<file path="src/rtl/vending_credit_ctrl_pkg.sv">
// Constants shared by the vending blocks: coin values, FSM state encoding
// and the legal-coin check.
package vend_pkg;

    localparam logic [3:0] COIN_1  = 4'd1;
    localparam logic [3:0] COIN_5  = 4'd5;
    localparam logic [3:0] COIN_10 = 4'd10;

    typedef enum logic [1:0] {
        S_IDLE     = 2'd0,
        S_COLLECT  = 2'd1,
        S_DISPENSE = 2'd2,
        S_CHANGE   = 2'd3
    } vend_state_t;

    function automatic logic is_legal_coin(input logic [3:0] value);
        return (value == COIN_1) || (value == COIN_5) || (value == COIN_10);
    endfunction

endpackage

</file>
<file path="src/rtl/vending_credit_ctrl_if.sv">
// Coin/keypad front-end signals and dispenser/hopper responses of the
// credit controller, bundled for connection between front end and controller.
interface vending_credit_ctrl_if #(
    parameter int CREDIT_W = 6
) ();
    logic                coin_strobe;
    logic [3:0]          coin_input;
    logic                buy;
    logic                cancel;
    logic                coin_accept;
    logic                coin_reject;
    logic                buy_denied;
    logic                dispense;
    logic                change_valid;
    logic [3:0]          change_coin;
    logic [CREDIT_W-1:0] credit;
    logic                busy;

    modport master (
        output coin_strobe, coin_input, buy, cancel,
        input  coin_accept, coin_reject, buy_denied, dispense,
               change_valid, change_coin, credit, busy
    );

    modport slave (
        input  coin_strobe, coin_input, buy, cancel,
        output coin_accept, coin_reject, buy_denied, dispense,
               change_valid, change_coin, credit, busy
    );
endinterface

</file>
<file path="src/rtl/vending_credit_ctrl_change_coin_picker.sv">
// Greedy change selection: largest of 10/5/1 not exceeding the credit,
// or 0 when there is no credit left.
module change_coin_picker
    import vend_pkg::*;
#(
    parameter int CREDIT_W = 6
) (
    input  logic [CREDIT_W-1:0] credit,
    output logic [3:0]          coin
);
    always_comb begin
        coin = 4'd0;
        if (credit >= CREDIT_W'(COIN_10)) begin
            coin = COIN_10;
        end else if (credit >= CREDIT_W'(COIN_5)) begin
            coin = COIN_5;
        end else if (credit >= CREDIT_W'(COIN_1)) begin
            coin = COIN_1;
        end
    end
endmodule

</file>
<file path="src/rtl/vending_credit_ctrl.sv">
// Coin-path sequencing controller: coin classification, credit accumulation,
// buy/cancel arbitration and one-coin-per-cycle greedy change return.
module vending_credit_ctrl
    import vend_pkg::*;
#(
    parameter int PRICE      = 15,
    parameter int MAX_CREDIT = 30,
    parameter int CREDIT_W   = 6
) (
    input  logic                  clk,
    input  logic                  rst_n,
    vending_credit_ctrl_if.slave  bus
);
    localparam logic [CREDIT_W-1:0] PRICE_C = CREDIT_W'(PRICE);
    localparam logic [CREDIT_W:0]   MAX_C   = (CREDIT_W + 1)'(MAX_CREDIT);

    vend_state_t         state_reg, state_next;
    logic [CREDIT_W-1:0] credit_reg, credit_next;
    logic                coin_accept_reg, coin_accept_next;
    logic                coin_reject_reg, coin_reject_next;
    logic                buy_denied_reg, buy_denied_next;
    logic                dispense_reg, dispense_next;
    logic                change_valid_reg, change_valid_next;
    logic [3:0]          change_coin_reg, change_coin_next;

    logic [3:0]          pick_coin;
    logic [CREDIT_W:0]   coin_sum;
    logic                coin_ok;
    logic                can_buy;
    logic [CREDIT_W-1:0] after_price;
    logic [CREDIT_W-1:0] after_change;

    change_coin_picker #(.CREDIT_W(CREDIT_W)) u_picker (
        .credit (credit_reg),
        .coin   (pick_coin)
    );

    // A coin is only taken when neither buy nor cancel claims the cycle.
    assign coin_sum     = {1'b0, credit_reg} + (CREDIT_W + 1)'(bus.coin_input);
    assign coin_ok      = bus.coin_strobe && !bus.buy && !bus.cancel &&
                          is_legal_coin(bus.coin_input) && (coin_sum <= MAX_C);
    assign can_buy      = credit_reg >= PRICE_C;
    assign after_price  = credit_reg - PRICE_C;
    assign after_change = credit_reg - CREDIT_W'(pick_coin);

    always_ff @(posedge clk) begin
        if (!rst_n) begin
            state_reg        <= S_IDLE;
            credit_reg       <= '0;
            coin_accept_reg  <= 1'b0;
            coin_reject_reg  <= 1'b0;
            buy_denied_reg   <= 1'b0;
            dispense_reg     <= 1'b0;
            change_valid_reg <= 1'b0;
            change_coin_reg  <= 4'd0;
        end else begin
            state_reg        <= state_next;
            credit_reg       <= credit_next;
            coin_accept_reg  <= coin_accept_next;
            coin_reject_reg  <= coin_reject_next;
            buy_denied_reg   <= buy_denied_next;
            dispense_reg     <= dispense_next;
            change_valid_reg <= change_valid_next;
            change_coin_reg  <= change_coin_next;
        end
    end

    always_comb begin
        state_next = state_reg;
        case (state_reg)
            S_IDLE, S_COLLECT: begin
                if (bus.buy) begin
                    if (can_buy) state_next = S_DISPENSE;
                end else if (bus.cancel) begin
                    if (state_reg == S_COLLECT) state_next = S_CHANGE;
                end else if (coin_ok) begin
                    state_next = S_COLLECT;
                end
            end
            S_DISPENSE: state_next = (after_price != '0) ? S_CHANGE : S_IDLE;
            S_CHANGE:   state_next = (after_change != '0) ? S_CHANGE : S_IDLE;
            default:    state_next = S_IDLE;
        endcase
    end

    always_comb begin
        credit_next       = credit_reg;
        coin_accept_next  = 1'b0;
        coin_reject_next  = 1'b0;
        buy_denied_next   = 1'b0;
        dispense_next     = 1'b0;
        change_valid_next = 1'b0;
        change_coin_next  = 4'd0;
        case (state_reg)
            S_IDLE, S_COLLECT: begin
                if (bus.buy && !can_buy) buy_denied_next = 1'b1;
                if (coin_ok) begin
                    credit_next      = coin_sum[CREDIT_W-1:0];
                    coin_accept_next = 1'b1;
                end else if (bus.coin_strobe) begin
                    coin_reject_next = 1'b1;
                end
            end
            S_DISPENSE: begin
                dispense_next    = 1'b1;
                credit_next      = after_price;
                coin_reject_next = bus.coin_strobe;
            end
            S_CHANGE: begin
                change_valid_next = 1'b1;
                change_coin_next  = pick_coin;
                credit_next       = after_change;
                coin_reject_next  = bus.coin_strobe;
            end
            default: credit_next = '0;
        endcase
    end

    assign bus.coin_accept  = coin_accept_reg;
    assign bus.coin_reject  = coin_reject_reg;
    assign bus.buy_denied   = buy_denied_reg;
    assign bus.dispense     = dispense_reg;
    assign bus.change_valid = change_valid_reg;
    assign bus.change_coin  = change_coin_reg;
    assign bus.credit       = credit_reg;
    assign bus.busy         = (state_reg == S_DISPENSE) || (state_reg == S_CHANGE);
endmodule
</file>
<file path="src/flat_wrapper.sv">
// flat-port wrapper written by rule: the top's interface ports become plain ports
module vending_credit_ctrl_flat import vend_pkg::*;
#(
    parameter int PRICE      = 15,
    parameter int MAX_CREDIT = 30,
    parameter int CREDIT_W   = 6
)
  (clk, rst_n, bus_coin_strobe, bus_coin_input, bus_buy, bus_cancel, bus_coin_accept, bus_coin_reject, bus_buy_denied, bus_dispense, bus_change_valid, bus_change_coin, bus_credit, bus_busy);
  vending_credit_ctrl_if #(.CREDIT_W(CREDIT_W)) bus_i ();
  input  logic clk;
  input  logic rst_n;
  input wire logic [$bits(bus_i.coin_strobe)-1:0] bus_coin_strobe;
  input wire logic [$bits(bus_i.coin_input)-1:0] bus_coin_input;
  input wire logic [$bits(bus_i.buy)-1:0] bus_buy;
  input wire logic [$bits(bus_i.cancel)-1:0] bus_cancel;
  output wire logic [$bits(bus_i.coin_accept)-1:0] bus_coin_accept;
  output wire logic [$bits(bus_i.coin_reject)-1:0] bus_coin_reject;
  output wire logic [$bits(bus_i.buy_denied)-1:0] bus_buy_denied;
  output wire logic [$bits(bus_i.dispense)-1:0] bus_dispense;
  output wire logic [$bits(bus_i.change_valid)-1:0] bus_change_valid;
  output wire logic [$bits(bus_i.change_coin)-1:0] bus_change_coin;
  output wire logic [$bits(bus_i.credit)-1:0] bus_credit;
  output wire logic [$bits(bus_i.busy)-1:0] bus_busy;
  assign bus_i.coin_strobe = bus_coin_strobe;
  assign bus_i.coin_input = bus_coin_input;
  assign bus_i.buy = bus_buy;
  assign bus_i.cancel = bus_cancel;
  assign bus_coin_accept = bus_i.coin_accept;
  assign bus_coin_reject = bus_i.coin_reject;
  assign bus_buy_denied = bus_i.buy_denied;
  assign bus_dispense = bus_i.dispense;
  assign bus_change_valid = bus_i.change_valid;
  assign bus_change_coin = bus_i.change_coin;
  assign bus_credit = bus_i.credit;
  assign bus_busy = bus_i.busy;
  vending_credit_ctrl #(.PRICE(PRICE), .MAX_CREDIT(MAX_CREDIT), .CREDIT_W(CREDIT_W)) u_core (.clk(clk), .rst_n(rst_n), .bus(bus_i));
endmodule
</file>
<file path="config.mk">
export PLATFORM = sky130hd
export DESIGN_NAME = vending_credit_ctrl_flat
export DESIGN_NICKNAME = d
export VERILOG_FILES = /design/src/rtl/vending_credit_ctrl_pkg.sv /design/src/rtl/vending_credit_ctrl_if.sv /design/src/rtl/vending_credit_ctrl_change_coin_picker.sv /design/src/rtl/vending_credit_ctrl.sv /design/src/flat_wrapper.sv
export SDC_FILE = /design/constraint.sdc
export NUM_CORES = 1
export LEC_CHECK = 0
export CAP_MARGIN = 10
export CORE_MARGIN = 4
export CORE_UTILIZATION = 56
export DETAILED_ROUTE_END_ITERATION = 10
export PLACE_DENSITY_LB_ADDON = 0.25
export SLEW_MARGIN = 15
export SYNTH_ARGS = -nofsm -noshare
export SYNTH_HDL_FRONTEND = slang
export SYNTH_SLANG_ARGS = --single-unit
</file>
<file path="constraint.sdc">
create_clock -name clk -period 7.84 [get_ports clk]
set_input_delay 1.568 -clock clk [delete_from_list [all_inputs] [get_ports clk]]
set_output_delay 1.568 -clock clk [all_outputs]
set_load 0.05 [all_outputs]
</file>
==> impl_metrics.ini <==
; flow metrics
[logic_synthesis]
ys_ff = 16
synthFlopType = dfxtp_1
ys_sh_simple_pct = 22.67
adder_share_pct = 11.38
ys_seq_share_pct = 23.13
synthXorXnorAreaFrac_pct = 5.059
yosys-stat-cells = 179
yosysWarnings = 0

[critical_path]
startpoint_type = input pin
crit_type = input pin to flip-flop
path_cells = clkdlybuf4s50_1, ha_1, fa_1, a21o_1, or4_1, a311o_2, a21oi_4, mux2i_1, a211oi_2
rr_endpoint = u_core.state_reg[1]$_SDFFE_PN0P_
r2r_cells = 12
cp.required_ns = 8.01

[sta]
hold-worst-slack_ns = 0.6586
fin_ws_ns = 3.691
hold_viol = 0
rsz0062_at_grt = false
finalClockPeriodUsage_pct = 52.92
slew_headroom_pct = 49.42
max_freq_mhz = 241.0
finalSetupViolations = 0

[layout]
lay_top_cells = clkdlybuf4s50_1 (24), dfxtp_1 (16), a21oi_1 (15)
drive_above_1_share_pct = 6.771
nets = 214

[power_and_ir_drop]
p_leak_nw = 0.6263
switching_power_mw = 0.2202
power_frac_clock_pct = 12.4
p_int_mw = 0.2301
pwr-share-seq_pct = 28.0

[flow_run]
warnings = 30

[clock_tree]
ctsResizeCount = 0
post-cts-setup-buffer-count = 0

[global_route]
antenna_found_initial = 0
grt_pass1_wl_um = 6085
gr-total-overflow = 0
grt_max_degree = 23

[die]
core-area_um2 = 2276

[worst_hold_path]
min_to = u_core.bus.dispense$_SDFF_PN0_

[outcome]
status = finished, final reports clean

[detailed_routing]
drt-wirelength-per-cell_um = 15.84

[place]
pre_cts_ws_ns = 3.408
dp_hpwl_um = 2630
-- metal layers --
| metal | part of all wire (%) | up-vias | global-route usage (%) |
|---|---|---|---|
| met5 | 0 | - | 0 |
| met4 | 1.5 | 0 | 8.278 |
| met3 | 11 | 8 | 4.232 |
| met2 | 44 | 94 | 33.71 |
| met1 | 44 | 616 | 32.26 |
| li1 | - | 680 | - |
-- power groups by stage --
stage               Sequential (mW)  Combinational [mW]  Clock, mW
detailed placement            0.127               0.263          0
floorplan                     0.131               0.198          0
global placement              0.126               0.257          0
finish                        0.126               0.268     0.0558
CTS                           0.125               0.265     0.0561
global route                  0.131               0.295     0.0602
-- cell families after synthesis --
family / count (synthesis)
AOI/OAI and AO/OA: 55
muxes: 5
DFF: 16
and+or+nand+nor: 59
buffers and inverters: 24
xor gates and xnor gates: 8
adders and majority gates: 12
-- synth_stat cells (3+ instances only) --
library cell,n,share of area (%)
dfxtp_1,16,23
and3_1,3,1.4
a311oi_1,3,1.9
mux2i_1,5,3.6
inv_1,8,2.2
nand3_1,7,2.5
ha_1,11,9.9
xnor2_1,6,3.8
a31oi_1,5,2.3
nor2_1,12,3.3
nand2_1,12,3.3
nor3_1,6,2.2
a21oi_1,15,5.4
nand2b_1,3,1.4
o21ai_0,12,4.3
clkbuf_1,12,3.3
-- through the flow --
stage | util, % | cell area [um^2] | instances | total power [mW]
floorplan | - | 1385 | 179 | 0.3289
global placement | 69.93 | 1592 | 216 | 0.3833
detailed placement | 69.93 | 1592 | 216 | 0.3904
CTS | 71.52 | 1628 | 220 | 0.4461
global route | 71.52 | 1628 | 220 | 0.4854
finish | 71.52 | 1628 | 220 | 0.4503
-- area by class of cell --
type | instances | area, um^2
clock buffer | 4 | 36.28
fill | 179 | 648.1
inverter | 9 | 33.78
multi-input combinational | 139 | 962.2
sequential | 16 | 320.3
tap | 28 | 35.03
timing repair buffer | 24 | 240.2
-- how the worst max path moves through the flow --
stage                                             end  cells past startpoint  slack [ns]              start
global route        u_core.bus.credit[1]$_SDFFE_PN0P_                      9        3.56  bus_coin_input[0]
finish              u_core.bus.credit[1]$_SDFFE_PN0P_                      9        3.69  bus_coin_input[0]
global placement    u_core.bus.credit[1]$_SDFFE_PN0P_                      9        3.47  bus_coin_input[0]
floorplan           u_core.bus.credit[1]$_SDFFE_PN0P_                      8        4.01  bus_coin_input[0]
detailed placement  u_core.bus.credit[1]$_SDFFE_PN0P_                      9        3.41  bus_coin_input[0]
CTS                 u_core.bus.credit[1]$_SDFFE_PN0P_                      9        3.72  bus_coin_input[0]
Figure 1. Sequential cells colored by netlist name.
Other sequential cells in the stronger gray, the rest of the logic in the fainter gray.
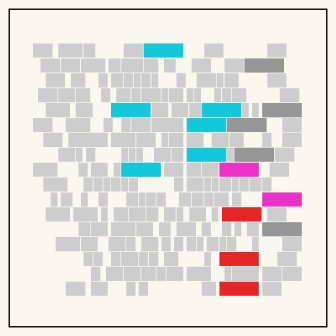
magenta -> u_core.state_reg  # placed flops 2
cyan -> u_core.bus.credit  # placed flops 6
red -> u_core.bus.change_coin  # placed flops 3
not colored = 5

Figure 2. Metal layers overlaid.
Two of the layers only.
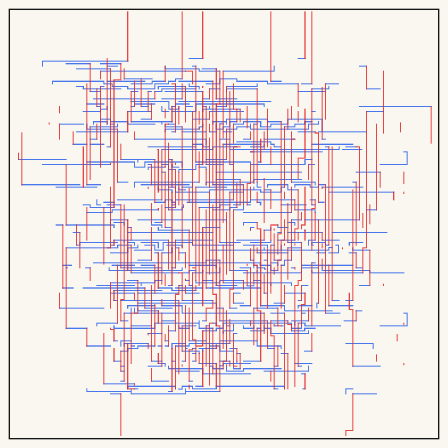
red -> metal 2  # wire length 1550 um
blue -> metal 1  # wire length 1520 um

No activity file was given, so power comes from the tool's default toggle rates.
